==> config.mk <==
export PLATFORM = sky130hd
export DESIGN_NAME = simon_key_expand
export DESIGN_NICKNAME = d
export VERILOG_FILES = /design/src/rtl/simon_pkg.sv /design/src/rtl/simon_key_round.sv /design/src/rtl/simon_key_expand.sv
export SDC_FILE = /design/constraint.sdc
export NUM_CORES = 1
export LEC_CHECK = 0
export CAP_MARGIN = 20
export CORE_ASPECT_RATIO = 0.6
export CORE_MARGIN = 2
export CORE_UTILIZATION = 25
export DETAILED_ROUTE_END_ITERATION = 10
export SLEW_MARGIN = 5
export SYNTH_ARGS = -nofsm -noshare
export SYNTH_HDL_FRONTEND = slang
export SYNTH_HIERARCHICAL = 1
export SYNTH_SLANG_ARGS = --single-unit
==> constraint.sdc <==
create_clock -name clk -period 6.52 [get_ports clk]
set_input_delay 1.304 -clock clk [delete_from_list [all_inputs] [get_ports clk]]
set_output_delay 1.304 -clock clk [all_outputs]
set_load 0.005 [all_outputs]
==> src/rtl/simon_pkg.sv <==
// Shared constants for the Simon 32/64 key schedule: word geometry, the
// round constant, the z0 sequence and the one-hot FSM state encoding.
package simon_pkg;

    localparam int N  = 16;   // word width
    localparam int M  = 4;    // master key words
    localparam int T  = 32;   // rounds / round keys
    localparam int AW = 5;    // round-key index width

    // Round constant: ~k ^ 3 is rewritten as k ^ 16'hFFFC.
    localparam logic [N-1:0] C = 16'hFFFC;

    // z0 sequence, element 0 is the leftmost (most significant) bit.
    localparam logic [61:0] Z0 =
        62'b11111010001001010110000111001101111101000100101011000011100110;

    // One-hot FSM states.
    localparam logic [2:0] ST_IDLE = 3'b001;
    localparam logic [2:0] ST_GEN  = 3'b010;
    localparam logic [2:0] ST_DONE = 3'b100;

    // Rotate right within one word.
    function automatic logic [N-1:0] ror(input logic [N-1:0] x, input int r);
        ror = (x >> r) | (x << (N - r));
    endfunction

endpackage

==> src/rtl/simon_key_round.sv <==
// Combinational Simon 32/64 key-schedule step: from the sliding window
// words k[i-1], k[i-3], k[i-4] and the z0 bit, produce k[i].
module simon_key_round
    import simon_pkg::*;
(
    input  logic [N-1:0] k_m1,
    input  logic [N-1:0] k_m3,
    input  logic [N-1:0] k_m4,
    input  logic         z_bit,
    output logic [N-1:0] k_next
);

    logic [N-1:0] tmp_a;
    logic [N-1:0] tmp_b;

    // Key mixing: z bit only touches bit 0.
    always_comb begin
        tmp_a  = ror(k_m1, 3) ^ k_m3;
        tmp_b  = tmp_a ^ ror(tmp_a, 1);
        k_next = C ^ k_m4 ^ tmp_b ^ {{(N-1){1'b0}}, z_bit};
    end

endmodule

==> src/rtl/simon_key_expand.sv <==
// Simon 32/64 key expansion: loads a 64-bit master key on start, then
// produces one round key per cycle into a 32x16 register file that the
// round datapath reads combinationally by index.
module simon_key_expand
    import simon_pkg::*;
(
    input  logic            clk,
    input  logic            res_n,
    input  logic            start,
    input  logic [M*N-1:0]  key_in,
    input  logic [AW-1:0]   rd_addr,
    output logic [N-1:0]    rd_key,
    output logic            busy,
    output logic            key_done
);

    logic [2:0]    state_q, state_d;
    logic [AW-1:0] idx_q, idx_d;
    // win_q[3] = k[idx-1] ... win_q[0] = k[idx-4]
    logic [N-1:0]  win_q  [M];
    logic [N-1:0]  win_d  [M];
    logic [N-1:0]  file_q [T];
    logic [N-1:0]  file_d [T];

    logic [5:0]    z_pos;
    logic [61:0]   z_shift;
    logic          z_bit;
    logic [N-1:0]  k_next;

    // Select z0[idx-4]: shift the wanted element up to the MSB.
    always_comb begin
        z_pos   = {1'b0, idx_q} - 6'd4;
        z_shift = Z0 << z_pos;
        z_bit   = z_shift[61];
    end

    simon_key_round u_round (
        .k_m1   (win_q[3]),
        .k_m3   (win_q[1]),
        .k_m4   (win_q[0]),
        .z_bit  (z_bit),
        .k_next (k_next)
    );

    // State register plus datapath registers, all cleared by reset.
    always_ff @(posedge clk or negedge res_n) begin
        if (!res_n) begin
            state_q <= ST_IDLE;
            idx_q   <= '0;
            for (int i = 0; i < M; i++) win_q[i]  <= '0;
            for (int i = 0; i < T; i++) file_q[i] <= '0;
        end else begin
            state_q <= state_d;
            idx_q   <= idx_d;
            for (int i = 0; i < M; i++) win_q[i]  <= win_d[i];
            for (int i = 0; i < T; i++) file_q[i] <= file_d[i];
        end
    end

    // Next-state logic: start overrides everything, GEN ends after k31.
    always_comb begin
        state_d = state_q;
        if (start) begin
            state_d = ST_GEN;
        end else begin
            case (state_q)
                ST_IDLE: state_d = ST_IDLE;
                ST_GEN:  if (idx_q == AW'(T - 1)) state_d = ST_DONE;
                ST_DONE: state_d = ST_DONE;
                default: state_d = ST_IDLE;
            endcase
        end
    end

    // Datapath: load master key on start, otherwise write one key per GEN cycle.
    always_comb begin
        idx_d  = idx_q;
        win_d  = win_q;
        file_d = file_q;
        if (start) begin
            for (int i = 0; i < M; i++) begin
                win_d[i]  = key_in[i*N +: N];
                file_d[i] = key_in[i*N +: N];
            end
            idx_d = AW'(M);
        end else if (state_q == ST_GEN) begin
            file_d[idx_q] = k_next;
            win_d[0] = win_q[1];
            win_d[1] = win_q[2];
            win_d[2] = win_q[3];
            win_d[3] = k_next;
            if (idx_q != AW'(T - 1)) idx_d = idx_q + AW'(1);
        end
    end

    // Outputs decoded from state.
    always_comb begin
        busy     = (state_q == ST_GEN);
        key_done = (state_q == ST_DONE);
    end

    assign rd_key = file_q[rd_addr];

endmodule

### Clock distribution

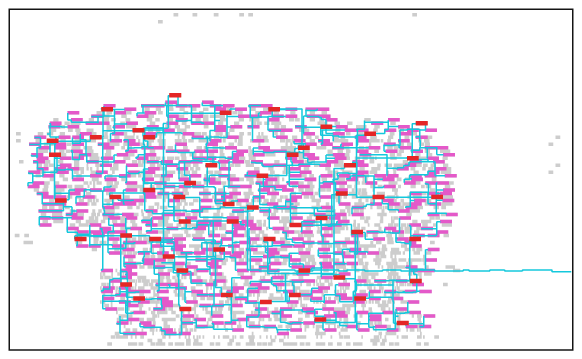
[cyan] clock wires | length: 7,990 um
[red] cells driving clock nets | count: 53
[magenta] flip-flops | count: 584
routed clock nets: 54

### Routing congestion

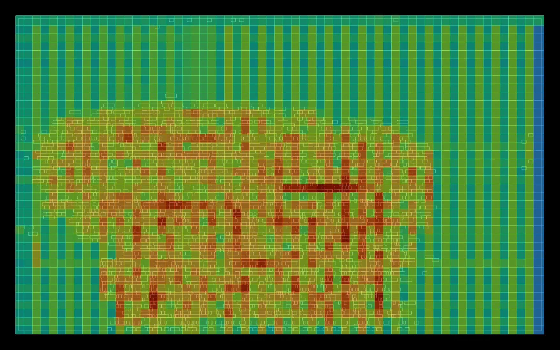
met3 Usage GRT: 2.76%
global routing met2 resource utilization: 18.4%
layer carrying the most global-route usage: met1

### Placement by cell class

Bar = 100 um.
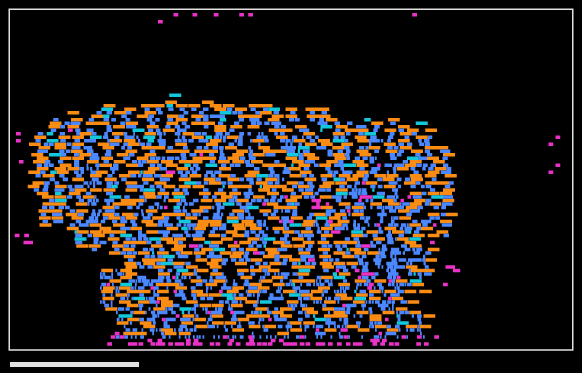
[orange] flip-flops | cells: 584
[blue] all other logic | cells: 1,523
[cyan] clock drivers and dummy loads | cells: 95
[magenta] other buffers and delay cells | cells: 137

==> reports/metrics.yaml <==
min_path:
  hp-class: "flop to flop"
synth:
  yosys_most_used_dff: "sky130_fd_sc_hd__dfrtp_1"
  mux_contribution_to_synthesized_area_pct: 28.2
  yosys-dominant-comb-family: "multiplexers"
  synth-async-reset-ratio_pct: 100
  top_cell_types_by_occurrence_after_synthesis: "sky130_fd_sc_hd__dfrtp_1 (583), sky130_fd_sc_hd__mux2_2 (404), sky130_fd_sc_hd__mux2i_1 (272)"
  ys_sh_adder_pct: 0.535
layout:
  instances_no_fill: 3842
  synthToLayoutAreaGrowth_pct: 14.8
  logic_area_um2: 12500
global_route:
  grt_antenna_before_repair: 1
  grt_max_degree: 168
detailed_routing:
  drt-initial-drc-count: 1397
  ant_nets: 0
final_timing:
  timing.max_slew.rel_slack_pct: 27.7
  worstMarginPinSlew_ps: 1090
worst_setup_path:
  most_numerous_cell_on_the_critical_path: "sky130_fd_sc_hd__clkdlybuf4s50_1"
  critPathMaxStageDelay_ps: 720
die:
  floorplan.rows: 95
  core_um2: 112000
  initial_core_util_pct: 25.1
placed_design:
  placed_cells_incl_taps: 3746
clock_tree:
  ctsHoldBuffers: 0
outcome:
  run_status: "finished, final reports clean"
### Sequential cells grouped by signal name

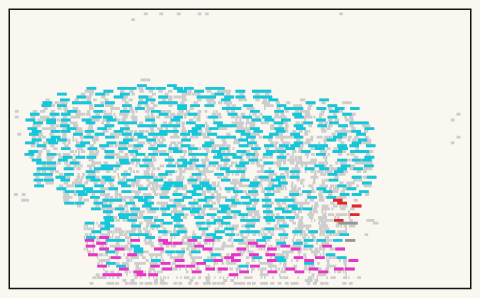
[cyan] `file_q` | flops: 512
[magenta] `win_q` | flops: 64
[red] `idx_q` | flops: 5

### Floorplan with the power grid

Pins as bars on the die edge. Tap cells in gray.
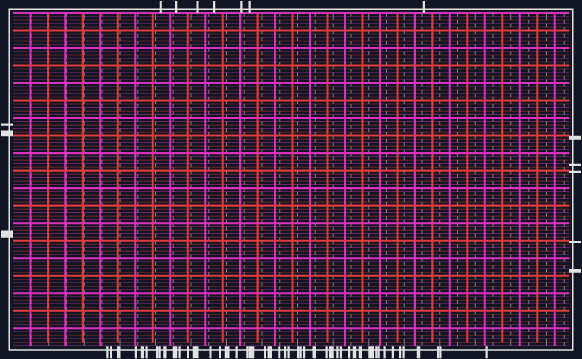
[red] VDD
[magenta] VSS
signal pins: 90
met5 straps: 19
met1 rails: 96

==> layer usage <==
layer	track usage (%)	wire length, um	up-vias
met2	18.4	31500	312
met5	0	0	-
met3	2.76	3600	79
met4	2.31	1010	0
met1	19.6	38300	9443
li1	-	-	8250
==> power by group <==
| part | total, mW | switching, mW | internal (mW) |
|---|---|---|---|
| logic | 3.61 | 2.39 | 1.22 |
| registers | 4.41 | 0.313 | 4.10 |
| clock network | 3.19 | 1.43 | 1.76 |
| total | 11.2 | 4.13 | 7.08 |
==> area by class of cell <==
| class | count | area share (%) |
|---|---|---|
| clock buffers | 84 | 5.11 |
| clock inverters | 11 | 0.260 |
| inverters | 7 | 0.0972 |
| multi-input cells | 1516 | 38.9 |
| flip-flops and latches | 584 | 45.4 |
| well taps | 1503 | 5.84 |
| repair buffers | 137 | 4.34 |
No activity file was given, so power comes from the tool's default toggle rates.
